--- src/rtl/alu_cmd_pkg.sv ---
// alu_cmd_pkg: shared types and default widths for the ALU command issuer.
package alu_cmd_pkg;

    localparam int W_DEF   = 8;
    localparam int OPW_DEF = 3;
    localparam int YW_DEF  = 16;

    // Issue sequencer states.
    typedef enum logic [1:0] {
        IDLE,
        EXEC,
        RESP
    } state_t;

    // One queued ALU command at the default widths.
    typedef struct packed {
        logic [W_DEF-1:0]   a;
        logic [W_DEF-1:0]   b;
        logic [OPW_DEF-1:0] opc;
    } cmd_t;

endpackage

--- src/rtl/alu_cmd_issuer_if.sv ---
// alu_cmd_issuer_if: command, ALU and result channels of the issuer.
// The master side is the driver/ALU environment; the slave side is the issuer.
interface alu_cmd_issuer_if #(
    parameter int w   = alu_cmd_pkg::W_DEF,
    parameter int OPW = alu_cmd_pkg::OPW_DEF,
    parameter int YW  = alu_cmd_pkg::YW_DEF
) ();

    logic           cmd_valid;
    logic           cmd_ready;
    logic [w-1:0]   cmd_a;
    logic [w-1:0]   cmd_b;
    logic [OPW-1:0] cmd_opc;

    logic [w-1:0]   alu_a;
    logic [w-1:0]   alu_b;
    logic [OPW-1:0] alu_opc;
    logic [YW-1:0]  alu_y;

    logic           res_valid;
    logic           res_ready;
    logic [YW-1:0]  res_y;

    modport master (
        output cmd_valid, cmd_a, cmd_b, cmd_opc, alu_y, res_ready,
        input  cmd_ready, alu_a, alu_b, alu_opc, res_valid, res_y
    );

    modport slave (
        input  cmd_valid, cmd_a, cmd_b, cmd_opc, alu_y, res_ready,
        output cmd_ready, alu_a, alu_b, alu_opc, res_valid, res_y
    );

endinterface

--- src/rtl/alu_cmd_fifo.sv ---
// alu_cmd_fifo: synchronous FIFO of DEPTH command items, head visible on dout.
// DEPTH must be a power of two so the pointers wrap naturally.
module alu_cmd_fifo
    import alu_cmd_pkg::*;
#(
    parameter type item_t = cmd_t,
    parameter int  DEPTH  = 4
) (
    input  logic                   clk,
    input  logic                   rst_n,
    input  logic                   push,
    input  item_t                  din,
    input  logic                   pop,
    output item_t                  dout,
    output logic                   full,
    output logic                   empty,
    output logic [$clog2(DEPTH):0] count
);

    localparam int AW = $clog2(DEPTH);
    localparam int CW = AW + 1;

    item_t          mem [DEPTH];
    logic  [AW-1:0] wr_ptr;
    logic  [AW-1:0] rd_ptr;

    assign full  = (count == CW'(DEPTH));
    assign empty = (count == '0);
    assign dout  = mem[rd_ptr];

    // Storage write on push.
    // NOTE: the storage array has no reset; only the pointers and count define
    // which entries are valid, so clearing it would just cost a reset net per bit.
    always_ff @(posedge clk) begin
        if (push) begin
            mem[wr_ptr] <= din;
        end
    end

    // Pointer and occupancy bookkeeping; push and pop on one edge leave count alone.
    // NOTE: sequential state uses non-blocking assignments so every register
    // samples pre-edge values regardless of statement order.
    always_ff @(posedge clk) begin
        if (!rst_n) begin
            wr_ptr <= '0;
            rd_ptr <= '0;
            count  <= '0;
        end else begin
            if (push) begin
                wr_ptr <= wr_ptr + AW'(1);
            end
            if (pop) begin
                rd_ptr <= rd_ptr + AW'(1);
            end
            case ({push, pop})
                2'b10:   count <= count + CW'(1);
                2'b01:   count <= count - CW'(1);
                default: count <= count;
            endcase
        end
    end

endmodule

--- src/rtl/alu_cmd_issuer.sv ---
// alu_cmd_issuer: queues ALU commands, drives them one at a time onto a
// combinational ALU and returns each result over a valid/ready port.
// Optional build macro ALU_CMD_OPCNT_EN adds a saturating op_count output.
module alu_cmd_issuer
    import alu_cmd_pkg::*;
#(
    parameter int w     = W_DEF,
    parameter int OPW   = OPW_DEF,
    parameter int YW    = YW_DEF,
    parameter int DEPTH = 4
) (
    input  logic                   clk,
    input  logic                   rst_n,
    alu_cmd_issuer_if.slave        bus
`ifdef ALU_CMD_OPCNT_EN
    ,
    output logic [15:0]            op_count
`endif
);

    localparam int CW = $clog2(DEPTH) + 1;

    typedef struct packed {
        logic [w-1:0]   a;
        logic [w-1:0]   b;
        logic [OPW-1:0] opc;
    } item_t;

    item_t           fifo_din;
    item_t           fifo_dout;
    logic            fifo_push;
    logic            fifo_pop;
    logic            fifo_full;
    logic            fifo_empty;
    logic [CW-1:0]   fifo_count;

    state_t          state;
    state_t          state_next;
    logic            capture_res;
    logic            release_res;

    // Ready comes only from the registered occupancy: a pop on the same edge
    // does not open a slot early, and nothing is taken while in reset.
    assign bus.cmd_ready = rst_n && !fifo_full;
    assign fifo_push     = bus.cmd_valid && bus.cmd_ready;
    assign fifo_din      = item_t'{a: bus.cmd_a, b: bus.cmd_b, opc: bus.cmd_opc};

    alu_cmd_fifo #(
        .item_t (item_t),
        .DEPTH  (DEPTH)
    ) u_fifo (
        .clk   (clk),
        .rst_n (rst_n),
        .push  (fifo_push),
        .din   (fifo_din),
        .pop   (fifo_pop),
        .dout  (fifo_dout),
        .full  (fifo_full),
        .empty (fifo_empty),
        .count (fifo_count)
    );

    // Next-state and control strobes for the IDLE -> EXEC -> RESP sequence.
    // NOTE: every output of this block gets a default first, so no path
    // leaves a value unassigned and no latch is inferred.
    always_comb begin
        state_next  = state;
        fifo_pop    = 1'b0;
        capture_res = 1'b0;
        release_res = 1'b0;
        case (state)
            IDLE: begin
                if (!fifo_empty) begin
                    fifo_pop   = 1'b1;
                    state_next = EXEC;
                end
            end
            EXEC: begin
                capture_res = 1'b1;
                state_next  = RESP;
            end
            RESP: begin
                if (bus.res_ready) begin
                    release_res = 1'b1;
                    if (!fifo_empty) begin
                        fifo_pop   = 1'b1;
                        state_next = EXEC;
                    end else begin
                        state_next = IDLE;
                    end
                end
            end
            default: begin
                state_next = IDLE;
            end
        endcase
    end

    // Sequencer state register.
    always_ff @(posedge clk) begin
        if (!rst_n) begin
            state <= IDLE;
        end else begin
            state <= state_next;
        end
    end

    // ALU operand registers (hold between pops) and the result holding register.
    always_ff @(posedge clk) begin
        if (!rst_n) begin
            bus.alu_a     <= '0;
            bus.alu_b     <= '0;
            bus.alu_opc   <= '0;
            bus.res_valid <= 1'b0;
            bus.res_y     <= '0;
        end else begin
            if (fifo_pop) begin
                bus.alu_a   <= fifo_dout.a;
                bus.alu_b   <= fifo_dout.b;
                bus.alu_opc <= fifo_dout.opc;
            end
            if (capture_res) begin
                bus.res_y     <= bus.alu_y;
                bus.res_valid <= 1'b1;
            end else if (release_res) begin
                bus.res_valid <= 1'b0;
            end
        end
    end

`ifdef ALU_CMD_OPCNT_EN
    // Completed-result counter, sticks at all-ones instead of wrapping.
    always_ff @(posedge clk) begin
        if (!rst_n) begin
            op_count <= '0;
        end else if (release_res && (op_count != 16'hFFFF)) begin
            op_count <= op_count + 16'd1;
        end
    end
`endif

    // Occupancy can never exceed the storage depth.
    count_in_range: assert property (
        @(posedge clk) disable iff (!rst_n) fifo_count <= CW'(DEPTH)
    );

endmodule

--- src/flat_wrapper.sv ---
// flat-port wrapper written by rule: the top's interface ports become plain ports
module alu_cmd_issuer_flat import alu_cmd_pkg::*;
#(
    parameter int w     = W_DEF,
    parameter int OPW   = OPW_DEF,
    parameter int YW    = YW_DEF,
    parameter int DEPTH = 4
)
  (clk, rst_n, bus_cmd_valid, bus_cmd_a, bus_cmd_b, bus_cmd_opc, bus_alu_y, bus_res_ready, bus_cmd_ready, bus_alu_a, bus_alu_b, bus_alu_opc, bus_res_valid, bus_res_y);
  alu_cmd_issuer_if #(.w(w), .OPW(OPW), .YW(YW)) bus_i ();
  input  logic clk;
  input  logic rst_n;
  input wire logic [$bits(bus_i.cmd_valid)-1:0] bus_cmd_valid;
  input wire logic [$bits(bus_i.cmd_a)-1:0] bus_cmd_a;
  input wire logic [$bits(bus_i.cmd_b)-1:0] bus_cmd_b;
  input wire logic [$bits(bus_i.cmd_opc)-1:0] bus_cmd_opc;
  input wire logic [$bits(bus_i.alu_y)-1:0] bus_alu_y;
  input wire logic [$bits(bus_i.res_ready)-1:0] bus_res_ready;
  output wire logic [$bits(bus_i.cmd_ready)-1:0] bus_cmd_ready;
  output wire logic [$bits(bus_i.alu_a)-1:0] bus_alu_a;
  output wire logic [$bits(bus_i.alu_b)-1:0] bus_alu_b;
  output wire logic [$bits(bus_i.alu_opc)-1:0] bus_alu_opc;
  output wire logic [$bits(bus_i.res_valid)-1:0] bus_res_valid;
  output wire logic [$bits(bus_i.res_y)-1:0] bus_res_y;
  assign bus_i.cmd_valid = bus_cmd_valid;
  assign bus_i.cmd_a = bus_cmd_a;
  assign bus_i.cmd_b = bus_cmd_b;
  assign bus_i.cmd_opc = bus_cmd_opc;
  assign bus_i.alu_y = bus_alu_y;
  assign bus_i.res_ready = bus_res_ready;
  assign bus_cmd_ready = bus_i.cmd_ready;
  assign bus_alu_a = bus_i.alu_a;
  assign bus_alu_b = bus_i.alu_b;
  assign bus_alu_opc = bus_i.alu_opc;
  assign bus_res_valid = bus_i.res_valid;
  assign bus_res_y = bus_i.res_y;
  alu_cmd_issuer #(.w(w), .OPW(OPW), .YW(YW), .DEPTH(DEPTH)) u_core (.clk(clk), .rst_n(rst_n), .bus(bus_i));
endmodule
--- config.mk ---
export PLATFORM = sky130hd
export DESIGN_NAME = alu_cmd_issuer_flat
export DESIGN_NICKNAME = d
export VERILOG_FILES = /design/src/rtl/alu_cmd_pkg.sv /design/src/rtl/alu_cmd_issuer_if.sv /design/src/rtl/alu_cmd_fifo.sv /design/src/rtl/alu_cmd_issuer.sv /design/src/flat_wrapper.sv
export SDC_FILE = /design/constraint.sdc
export NUM_CORES = 1
export LEC_CHECK = 0
export ABC_AREA = 1
export CAP_MARGIN = 20
export CORE_ASPECT_RATIO = 2
export CORE_MARGIN = 2
export CORE_UTILIZATION = 30
export DETAILED_ROUTE_END_ITERATION = 8
export DONT_BUFFER_PORTS = 1
export HOLD_SLACK_MARGIN = 0.12
export PLACE_DENSITY_LB_ADDON = 0.15
export SYNTH_ARGS = -nofsm -noshare
export SYNTH_HDL_FRONTEND = slang
export SYNTH_SLANG_ARGS = --single-unit
--- constraint.sdc ---
create_clock -name clk -period 2.8 [get_ports clk]
set_input_delay 0.56 -clock clk [delete_from_list [all_inputs] [get_ports clk]]
set_output_delay 0.56 -clock clk [all_outputs]
set_load 0.01 [all_outputs]
**Run 1: sizing map**

Bar = 20 um.
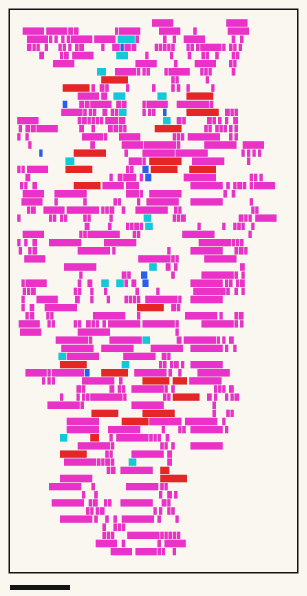
[magenta] x1 and smaller | cells: 531 | most used: nand2_1
[red] x6 and larger | cells: 24 | most used: clkbuf_16
[cyan] x3 and x4 | cells: 18 | most used: buf_4
[blue] x2 | cells: 9 | most used: nor2_2

**Run 1: routed clock nets over the placement**

Bar = 20 um.
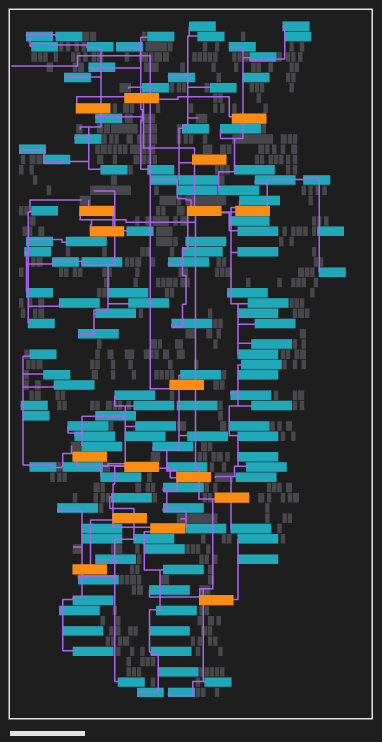
[purple] clock wires | length: 1760 um
[cyan] flip-flops | count: 121
[orange] clock-net drivers | count: 17
routed clock nets: 18
power dissipated in the clock network: 2.34 mW
Clock Latency Late Sink: 410 ps

**Run 1: clock routing**

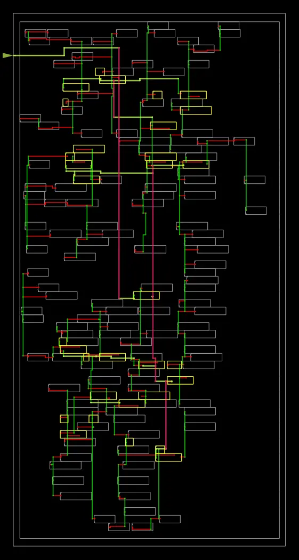
Seq cells: 121
clock tree skew after final layout: 5.60 ps

**Run 1: signal wires on met4**

Supply wires on this layer in gray.
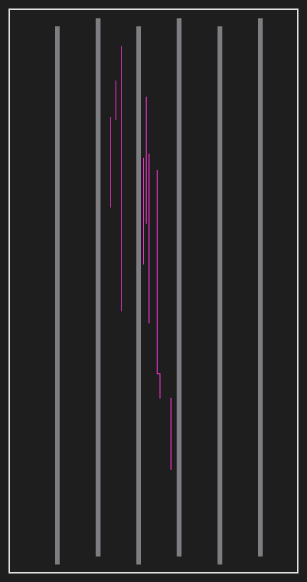
main direction: vertical
longest straight run: 88.4 um
DRT Wirelength: 11900 um
via count: 3452

==> results.py, run 1 <==
# Flow results
metrics = {
    "outcome": {
        "run_status": "completed",
    },
    "critical_path": {
        "reg2reg_setup_slack_ps": 730,
        "rr_endpoint": "u_core.u_fifo.count[2]$_SDFFE_PN0P_",
        "timing_worst_setup_path_type": "flip-flop to flip-flop",
        "setup.worst_path.start_class": "flip-flop",
        "regToRegStartpoint": "u_core.u_fifo.count[0]$_SDFFE_PN0P_",
        "crit_end": "u_core.u_fifo.count[2]$_SDFFE_PN0P_",
        "startpoint": "u_core.u_fifo.count[0]$_SDFFE_PN0P_",
        "critical_path_peak_fanout": 7,
        "cp_data_required_time_ps": 3110,
    },
    "final_layout": {
        "largest_reg_flops": 76,
        "final_net_count": 614,
        "regMostFlops": "u_core.u_fifo.mem",
        "antennaDiodeCount": 0,
        "final_layout_top_logic_cell": "nand2_1",
        "final_cell_count_no_fill": 789,
        "layout-drive-gt1-share_pct": 8.76,
        "post-route-cell-area_mm2": 0.00591,
        "area_growth_pct": 16.5,
        "post-route-util_pct": 35.5,
    },
    "sta": {
        "postLayoutSetupSlackWorst_ps": 729,
        "holdWs_ps": 237,
        "final_period_minus_worst_setup_slack_ps": 2070,
        "slew_at_the_pin_closest_to_its_max_slew_limit_ps": 742,
        "timing.final.max_slew_violations": 0,
        "headroom_to_the_max_slew_limit_pct": 50.4,
        "unrepaired_setup_endpoints_after_global_routing": "no",
        "achievable-frequency_mhz": 483,
        "period_used_pct": 74.0,
    },
    "cts": {
        "postCtsSetupRepairBufs": 0,
        "cts_resized": 0,
        "htree_num_levels": 4,
        "clockRootBuffer": "clkbuf_16",
        "cts_tree": "built",
        "cts_num_sinks": 121,
        "tritoncts.num_buffers": 17,
    },
    "floorplanning": {
        "fp.coreArea_mm2": 0.0167,
        "floorplan.die.width_um": 96.0,
        "die_h_um": 188,
        "initial_utilization_pct": 30.4,
        "chipArea_mm2": 0.0180,
        "io-pin-count": 76,
        "num_rows": 67,
    },
    "job": {
        "maxCapViolCount": 0,
        "log.warning_count": 29,
    },
    "grt": {
        "grt_first_pass_wirelength_um": 18700,
        "grtUsageTotal_pct": 14.5,
        "grt_max_degree": 45,
        "antenna_found_initial": 0,
    },
    "synthesis": {
        "synth_cell_type_count": 22,
        "top_cells_by_area": "edfxtp_1 (45%), dfxtp_1 (18%), nand2_1 (11%), inv_1 (8.2%), nor2_1 (5.9%)",
        "yosys_cells": 564,
        "postSynthRegisterBits": 121,
        "ys.warnings.count": 0,
        "yosys.stat.chipArea_mm2": 0.00507,
        "syn-mean-instance-area_um2": 9.00,
        "netlist.top_cell.by_area": "edfxtp_1",
        "synth.top_cell.area_share_pct": 45.0,
        "syn_nets": 609,
    },
    "power": {
        "power.density_cell_area_mw_per_mm2": 1060,
        "power_leakage_nw": 2.68,
        "ir_drop_mv": 0.455,
    },
    "hold_path": {
        "worst_hold_path.num_cells": 0,
        "min-delay-start": "bus_cmd_b[5]",
        "timing.hold.worst_endpoint": "u_core.u_fifo.mem[0][8]$_DFFE_PP_",
        "holdCritPathClass": "input pin to flip-flop",
    },
    "drt": {
        "wl_per_cell_um": 15.1,
        "ant_nets": 0,
        "drt_drc_violations_left": 0,
        "first_pass_iters": 4,
        "drtIter0Drc": 98,
    },
    "placed_design": {
        "numPortBuffers": 0,
        "dp_hpwl_um": 8390,
        "post_place_setup_slack_ps": 745,
        "placedInstanceArea_mm2": 0.00528,
        "routabilityCongestion": 0.739,
        "numPlacedInstances": 757,
    },
}
-- run 1: routing by layer --
layer	GRT usage (%)	part of all wire, %	vias to the layer above
met3	4.46	5.1	19
met1	12.9	33	1613
li1	-	-	1747
met2	27.2	59	73
met4	7.97	3.1	0
met5	0	0	-
-- run 1: synth_stat cells --
master	count
clkbuf_1	5
a211oi_1	1
fa_1	1
dfxtp_1	45
a21oi_1	3
nor2_4	1
buf_2	10
o21ai_0	19
nand3_1	45
buf_6	3
a31oi_1	2
ha_1	5
inv_1	111
nand2_4	1
nor2_1	80
buf_1	2
inv_2	3
nand2_1	146
nand4_1	1
a21oi_4	1
edfxtp_1	76
buf_4	3
-- run 1: worst max-delay path, stage by stage, from the launching register on --
cell     delay [ps]
dfxtp_1         320
inv_1           130
nand3_1         120
nand3_1         330
ha_1            250
inv_1            70
fa_1            390
inv_1            70
nand2_1          60
nand3_1          90
nand2_1          50
nand2_1          50
nor2_1           40
-- run 1: power by group --
group / internal (mW) / leakage [nW] / total, mW / switching, mW
Clock: 1.52 / 0.303 / 2.34 / 0.826
Sequential: 2.18 / 1.06 / 2.43 / 0.255
Combinational: 0.461 / 1.32 / 1.50 / 1.04
-- run 1: area by class of cell --
type / count / area [um^2]
multi-input cells: 306 / 1340
repair buffers: 9 / 67.6
clock inverters: 14 / 196
well taps: 207 / 259
clock buffers: 18 / 439
fillers: 1727 / 10800
flip-flops and latches: 121 / 3180
inverters: 114 / 428
-- run 1: cell families after synthesis --
family                     synth area share, %
and+or+nand+nor                           21.7
AOI/OAI and AO/OA                         2.88
buffers and inverters                     11.0
adders and majority gates                 1.63
DFF                                       62.7
## Run 2: what changed since run 1
- clock period: 2.8 -> 1.9 ns (I/O delays scaled with it)
**Run 2: signal wires on met4**

Supply wires on this layer in gray.
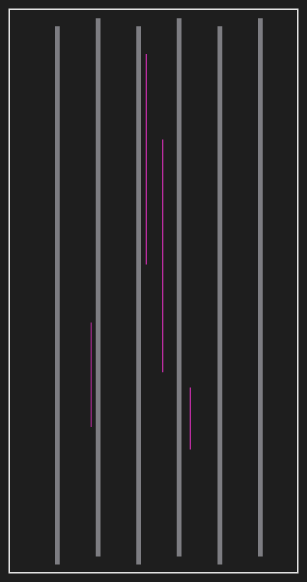
DRT Wirelength: 12200 um
via count: 3619

==> results.py, run 2 <==
# Flow results
metrics = {
    "cts": {
        "clkLatencyLatePin_ps": 410,
        "htree_num_levels": 4,
        "tritoncts.num_buffers": 17,
        "postCtsSetupRepairBufs": 0,
        "cts_tree": "built",
        "clockRootBuffer": "clkbuf_16",
    },
    "synthesis": {
        "synth-edff-count": 76,
        "ys.warnings.count": 0,
        "synth-compound-area-share_pct": 2.88,
        "xor_share_pct": 0,
        "yosys_cells": 564,
        "top_cell": "nand2_1",
        "syn_nets": 609,
        "synth_async_reset_ratio_pct": 0,
        "ys_top_logic_family": "simple AND/OR/NAND/NOR gates",
        "synth_simple_gate_area_share_pct": 21.7,
        "netlist.top_cell.by_area": "edfxtp_1",
        "most_frequent_cells_after_synthesis": "nand2_1 (146), inv_1 (111), nor2_1 (80)",
    },
    "power": {
        "power.density_cell_area_mw_per_mm2": 1450,
        "dominant_power_group": "registers",
        "power_report.internal_total_mw": 6.08,
        "ir_drop_mv": 0.628,
        "comb_power_share_pct": 26.6,
        "share_seq_of_total_power_pct": 38.7,
        "power_leakage_nw": 2.88,
        "power_frac_clock_pct": 34.7,
    },
    "grt": {
        "grt_first_pass_wirelength_um": 19500,
        "grt_max_degree": 43,
    },
    "sta": {
        "timing.final.max_slew_violations": 0,
        "final_period_minus_worst_setup_slack_ps": 1750,
        "postLayoutSetupSlackWorst_ps": 147,
        "achievable-frequency_mhz": 570,
        "headroom_to_the_max_slew_limit_pct": 66.3,
        "holdWs_ps": 185,
        "period_used_pct": 92.3,
    },
    "drt": {
        "drtIter0Drc": 109,
        "drt_drc_violations_left": 0,
        "ant_nets": 0,
        "wl_per_cell_um": 14.7,
        "first_pass_iters": 4,
    },
    "final_layout": {
        "regMostFlops": "u_core.u_fifo.mem",
        "post-route-util_pct": 38.1,
        "post-route-cell-area_mm2": 0.00636,
        "final_layout_top_logic_cell": "nand2_1",
        "area_growth_pct": 25.4,
        "antennaDiodeCount": 0,
        "largest_reg_flops": 76,
        "final_net_count": 658,
    },
    "floorplanning": {
        "initial_utilization_pct": 30.4,
        "fp.coreArea_mm2": 0.0167,
        "chipArea_mm2": 0.0180,
    },
    "critical_path": {
        "cpLargestDelayFamily": "adder cells",
        "cp_data_required_time_ps": 2200,
        "crit_slowest_cell": "fa_1",
        "timing_worst_setup_path_type": "flip-flop to flip-flop",
        "reg2reg_setup_slack_ps": 150,
    },
    "outcome": {
        "run_status": "completed",
    },
    "job": {
        "log.warning_count": 30,
    },
    "placed_design": {
        "dp_hpwl_um": 7830,
        "post_place_setup_slack_ps": 93.1,
    },
    "hold_path": {
        "holdCritPathClass": "input pin to flip-flop",
    },
}
**Run 2: clock routing**

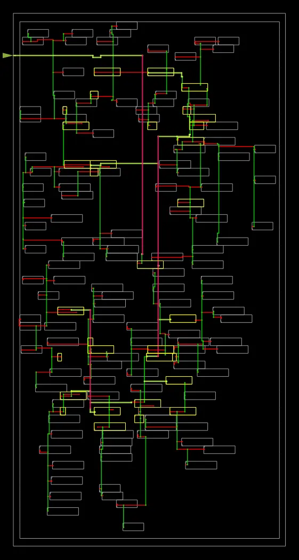
clock tree skew after final layout: 8.54 ps
power dissipated in the clock network: 3.20 mW

[run 2: cell counts after synthesis]
No cell type changed its count.
[run 2: cell type report]
cell class              instances  area [um^2]  area share [%]
flip-flops and latches        121         3180            50.0
multi-input cells             306         1350            21.2
repair buffers                 53          541            8.50
clock buffers                  23          522            8.20
inverters                     114          428            6.73
well taps                     207          259            4.07
clock inverters                 9         83.8            1.32
[run 2: layer usage]
metal  wire (um)  global-route usage [%]
met1        4320                    13.2
met5           0                       0
met4         202                    6.10
met3         329                    3.33
met2        7380                    30.1
[run 2: timing repair]
action	in CTS	in global routing
endpoints found under the hold margin	117	0
resized	0	3
hold buffers	38	0
setup endpoints to repair	0	1
[run 2: worst paths after layout]
check | from | end | depth (start not counted)
max | u_core.state[1]$_SDFFE_PN0P_ | u_core.u_fifo.count[2]$_SDFFE_PN0P_ | 12
min | rst_n | u_core.state[0]$_SDFFE_PN0P_ | 2
max reg2reg | u_core.state[1]$_SDFFE_PN0P_ | u_core.u_fifo.count[2]$_SDFFE_PN0P_ | 12
min reg2reg | u_core.u_fifo.count[0]$_SDFFE_PN0P_ | u_core.u_fifo.count[0]$_SDFFE_PN0P_ | 1
[run 2: kinds of logic after synthesis]
group | Yosys count
AND/OR/NAND/NOR | 274
AND-OR/OR-AND | 26
adder cells (fa/ha/maj) | 6
buffers and inverters | 137
flip-flops | 121
[run 2: metrics by stage]
step | setup TNS (ps) | power [mW] | cells
finish | 0 | 9.23 | 833
global route | 0 | 9.86 | 833
CTS | 0 | 9.39 | 833
detailed placement | 0 | 6.05 | 763
global placement | 0 | 5.99 | 763
floorplan | -4860 | 5.38 | 564
Power and IR drop assume default switching activity.
